Fig. 1: routed clock nets over the placement
(2 px per um)
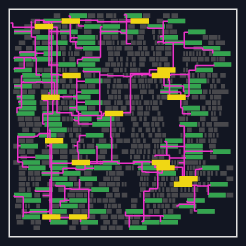
Fig. 2: supply network
(3 px per um) Pins as bars on the die edge.
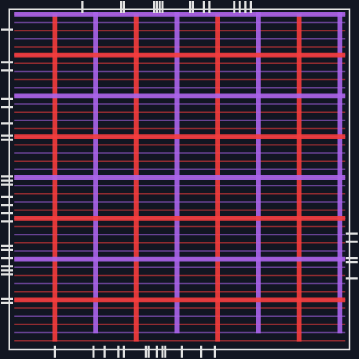
<file path="src/rtl/trigger_pulse_gen_pkg.sv">
// trigger_pulse_gen_pkg: shared state encoding, default widths and saturation limit.
package trigger_pulse_gen_pkg;
  typedef enum logic [1:0] {IDLE, HIGH, GAP} state_e;
  localparam int DEF_WIDTH_BITS = 16;
  localparam int DEF_COUNT_BITS = 8;
  localparam logic [7:0] MISSED_MAX = 8'd255;
endpackage

</file>
<file path="src/rtl/trigger_pulse_gen_timer.sv">
// trigger_pulse_gen_timer: loadable down-counter; expired is high while the count sits at zero.
// Ports: clk, rst_n (async active-low), load/load_val (reload), expired.
module trigger_pulse_gen_timer
  import trigger_pulse_gen_pkg::*;
#(
  parameter int WIDTH_BITS = DEF_WIDTH_BITS
) (
  input  logic                  clk,
  input  logic                  rst_n,
  input  logic                  load,
  input  logic [WIDTH_BITS-1:0] load_val,
  output logic                  expired
);
  logic [WIDTH_BITS-1:0] cnt_q, cnt_d;
  // Stops at zero so a maximum load never wraps.
  always_comb cnt_d = load ? load_val : (cnt_q != '0) ? cnt_q - WIDTH_BITS'(1) : cnt_q;
  always_ff @(posedge clk or negedge rst_n)
    if (!rst_n) cnt_q <= '0;
    else cnt_q <= cnt_d;
  assign expired = (cnt_q == '0);
endmodule

</file>
<file path="src/rtl/trigger_pulse_gen.sv">
// trigger_pulse_gen: burst pulse generator (IDLE/HIGH/GAP) with shadowed config and missed-trigger count.
// Ports: clk, rst (async active-low), trigger_in, enable, pulse_width/pulse_gap/pulse_count + cfg_update,
//        pulse_out, busy, done (end-of-burst strobe), missed_count (saturating at 255).
module trigger_pulse_gen
  import trigger_pulse_gen_pkg::*;
#(
  parameter int WIDTH_BITS = DEF_WIDTH_BITS,
  parameter int COUNT_BITS = DEF_COUNT_BITS
) (
  input  logic                  clk,
  input  logic                  rst,
  input  logic                  trigger_in,
  input  logic                  enable,
  input  logic [WIDTH_BITS-1:0] pulse_width,
  input  logic [WIDTH_BITS-1:0] pulse_gap,
  input  logic [COUNT_BITS-1:0] pulse_count,
  input  logic                  cfg_update,
  output logic                  pulse_out,
  output logic                  busy,
  output logic                  done,
  output logic [7:0]            missed_count
);
  // Settings are stored raw; timers load (value-1) with 0 treated as 1.
  function automatic logic [WIDTH_BITS-1:0] dec_w(input logic [WIDTH_BITS-1:0] v);
    return (v == '0) ? '0 : v - WIDTH_BITS'(1);
  endfunction
  function automatic logic [COUNT_BITS-1:0] dec_c(input logic [COUNT_BITS-1:0] v);
    return (v == '0) ? '0 : v - COUNT_BITS'(1);
  endfunction
  // Reset asserts asynchronously but releases two edges later, clean to the clock.
  logic [1:0] sync_q, sync_d;
  logic       rst_n;
  always_comb sync_d = {sync_q[0], 1'b1};
  always_ff @(posedge clk or negedge rst)
    if (!rst) sync_q <= '0;
    else sync_q <= sync_d;
  assign rst_n = sync_q[1];
  state_e                state_q, state_d;
  logic [COUNT_BITS-1:0] rem_q, rem_d;
  logic [WIDTH_BITS-1:0] sh_w_q, sh_w_d, sh_g_q, sh_g_d, pend_w_q, pend_w_d, pend_g_q, pend_g_d;
  logic [COUNT_BITS-1:0] sh_c_q, sh_c_d, pend_c_q, pend_c_d;
  logic                  pend_q, pend_d, pulse_q, pulse_d, busy_q, busy_d, done_q, done_d;
  logic [7:0]            missed_q, missed_d;
  logic                  tmr_load, tmr_exp, idle, enter_idle, apply;
  logic [WIDTH_BITS-1:0] tmr_val, acc_w;
  logic [COUNT_BITS-1:0] acc_c;
  trigger_pulse_gen_timer #(.WIDTH_BITS(WIDTH_BITS)) u_timer (
    .clk      (clk),
    .rst_n    (rst_n),
    .load     (tmr_load),
    .load_val (tmr_val),
    .expired  (tmr_exp)
  );
  // A cfg_update coinciding with an accepted trigger takes effect for that burst.
  assign acc_w = cfg_update ? pulse_width : sh_w_q;
  assign acc_c = cfg_update ? pulse_count : sh_c_q;
  always_comb begin
    state_d  = state_q;
    rem_d    = rem_q;
    tmr_load = 1'b0;
    tmr_val  = dec_w(sh_w_q);
    done_d   = 1'b0;
    case (state_q)
      IDLE: if (trigger_in && enable) begin
        state_d  = HIGH;
        tmr_load = 1'b1;
        tmr_val  = dec_w(acc_w);
        rem_d    = dec_c(acc_c);
      end
      HIGH: if (tmr_exp) begin
        state_d  = (rem_q == '0) ? IDLE : GAP;
        done_d   = (rem_q == '0);
        tmr_load = (rem_q != '0);
        tmr_val  = dec_w(sh_g_q);
        rem_d    = dec_c(rem_q);
      end
      GAP: if (tmr_exp) begin
        state_d  = HIGH;
        tmr_load = 1'b1;
      end
      default: state_d = IDLE;
    endcase
    pulse_d  = (state_d == HIGH);
    busy_d   = (state_d != IDLE);
    missed_d = (trigger_in && state_q != IDLE && missed_q != MISSED_MAX) ? missed_q + 8'd1 : missed_q;
  end
  // Updates while busy are parked and applied on the edge that returns to IDLE.
  always_comb begin
    idle       = (state_q == IDLE);
    enter_idle = !idle && (state_d == IDLE);
    pend_w_d   = cfg_update ? pulse_width : pend_w_q;
    pend_g_d   = cfg_update ? pulse_gap : pend_g_q;
    pend_c_d   = cfg_update ? pulse_count : pend_c_q;
    pend_d     = (cfg_update || pend_q) && !idle && !enter_idle;
    apply      = (idle && cfg_update) || (enter_idle && (cfg_update || pend_q));
    sh_w_d     = apply ? pend_w_d : sh_w_q;
    sh_g_d     = apply ? pend_g_d : sh_g_q;
    sh_c_d     = apply ? pend_c_d : sh_c_q;
  end
  always_ff @(posedge clk or negedge rst_n)
    if (!rst_n) begin
      state_q  <= IDLE;
      rem_q    <= '0;
      sh_w_q   <= WIDTH_BITS'(1);
      sh_g_q   <= WIDTH_BITS'(1);
      sh_c_q   <= COUNT_BITS'(1);
      pend_w_q <= '0;
      pend_g_q <= '0;
      pend_c_q <= '0;
      pend_q   <= 1'b0;
      pulse_q  <= 1'b0;
      busy_q   <= 1'b0;
      done_q   <= 1'b0;
      missed_q <= '0;
    end else begin
      state_q  <= state_d;
      rem_q    <= rem_d;
      sh_w_q   <= sh_w_d;
      sh_g_q   <= sh_g_d;
      sh_c_q   <= sh_c_d;
      pend_w_q <= pend_w_d;
      pend_g_q <= pend_g_d;
      pend_c_q <= pend_c_d;
      pend_q   <= pend_d;
      pulse_q  <= pulse_d;
      busy_q   <= busy_d;
      done_q   <= done_d;
      missed_q <= missed_d;
    end
  assign pulse_out    = pulse_q;
  assign busy         = busy_q;
  assign done         = done_q;
  assign missed_count = missed_q;
endmodule

</file>
<file path="config.mk">
export PLATFORM = sky130hd
export DESIGN_NAME = trigger_pulse_gen
export DESIGN_NICKNAME = d
export VERILOG_FILES = /design/src/rtl/trigger_pulse_gen_pkg.sv /design/src/rtl/trigger_pulse_gen_timer.sv /design/src/rtl/trigger_pulse_gen.sv
export SDC_FILE = /design/constraint.sdc
export NUM_CORES = 1
export LEC_CHECK = 0
export CORE_UTILIZATION = 55
export DETAILED_ROUTE_END_ITERATION = 7
export GPL_ROUTABILITY_DRIVEN = 0
export GPL_TIMING_DRIVEN = 0
export MAX_ROUTING_LAYER = met4
export PLACE_DENSITY_LB_ADDON = 0.12
export SLEW_MARGIN = 10
export SYNTH_ARGS = -nofsm -noshare
export SYNTH_HDL_FRONTEND = slang
export SYNTH_HIERARCHICAL = 1
export SYNTH_SLANG_ARGS = --single-unit
</file>
<file path="constraint.sdc">
create_clock -name clk -period 6.4 [get_ports clk]
set_input_delay 0.96 -clock clk [delete_from_list [all_inputs] [get_ports clk]]
set_output_delay 0.96 -clock clk [all_outputs]
set_load 0.02 [all_outputs]
</file>
==> reports/metrics.yaml <==
cts:
  postCtsSetupBuffers: 0
  clk_latency_ns: 0.42
routing:
  drt-pass1-iter-count: 5
  wire_per_inst_um: 18.4
  viasPerCell: 6.02
global_routing:
  grtUsageTotal_pct: 28.8
  busiest_layer: "met2"
  use_met3_pct: 7.50
  grt_pass1_vias: 5384
  met1_usage_pct: 37.3
  grt_max_degree: 63
timing:
  slew_violations: 0
  fin_ws_ns: 1.97
  period_needed_ns: 4.43
  slew_headroom_pct: 41.1
  clock-skew-final_ns: 0.0127
logic_synthesis:
  synth_cell_types: 63
  top_cell_area_share_pct: 43.2
  postSynthCellCount: 651
cells_and_area:
  final_cells: 885
  layout.nets: 777
  fin_util_pct: 67.7
  synthToLayoutAreaGrowth_pct: 20.1
  final_cell_area_um2: 8130
die:
  design.die.area_um2: 12800
  die_w_um: 113
place:
  dpl.hpwl_um: 11900
status:
  status: "completed"
About Fig. 1:
[green] flip-flops | count: 120
[yellow] clock-net drivers | count: 17
[magenta] clock wires | length: 1570 um
routed clock nets	18

About Fig. 2:
colour	net
purple	VDD
red	VSS
met1 rails	41
rows	40
signal pins	56
met5 straps	8
met4 straps	8

## final cells by class
cell class | instances | area [um2]
tap | 147 | 184
clock buffer | 22 | 484
clock inverter | 10 | 119
sequential | 120 | 3010
multi-input combinational | 487 | 3570
inverter | 15 | 56.3
fill | 935 | 3880
timing repair buffer | 55 | 568
buffer | 29 | 138
## worst max-delay path, cell delays in order
cell       delay [ns]
buf_2            0.15
buf_2            0.27
clkbuf_1         0.36
buf_1            0.56
mux2i_1          0.31
ha_1             0.29
nand2_1          0.12
nor3_1           0.74
a31oi_1          0.37
a2bb2oi_1        0.24
o21ai_0          0.15
nand2_1          0.11
o21ai_1          0.06
## where the power goes
part	internal (mW)	switching (mW)	total, mW
clock network	0.614	0.342	0.956
registers	0.952	0.213	1.17
logic	0.407	0.409	0.816
total	1.97	0.964	2.94
## Yosys cell counts, types with 4 or more instances
library cell  number
nand2b_1           4
xnor2_1           35
xor2_1            16
nand3b_1           4
nor2b_1            4
mux2i_1           34
o21ai_1            4
buf_1              5
mux2_2            75
nor4_1            10
clkbuf_1          16
ha_1               7
or4_1              5
o221ai_1          10
nand2_1           53
o21ai_0           39
a22oi_1            4
nor2_1            46
inv_1             15
dfrtp_1          117
nor3_1            29
nand4_1            4
o31ai_1            6
a21o_1             6
nand3_1            8
o22a_1             5
a21oi_1           18
and3_1             4
or3_1              8
nor3b_1            7
buf_2              4
## kinds of logic (layout without fill, tap and decap cells)
group	after synthesis	in the layout	synth area share, %
AND-OR/OR-AND	116	116	11.4
XOR/XNOR	51	51	6.60
adder cells (fa/ha/maj)	7	7	1.29
buffers and inverters	44	131	2.86
flip-flops	120	120	44.4
multiplexers	110	110	17.7
other	1	1	0.0554
AND/OR/NAND/NOR	202	202	15.7
Power figures rest on the tool's default switching activity, not on a simulated workload.
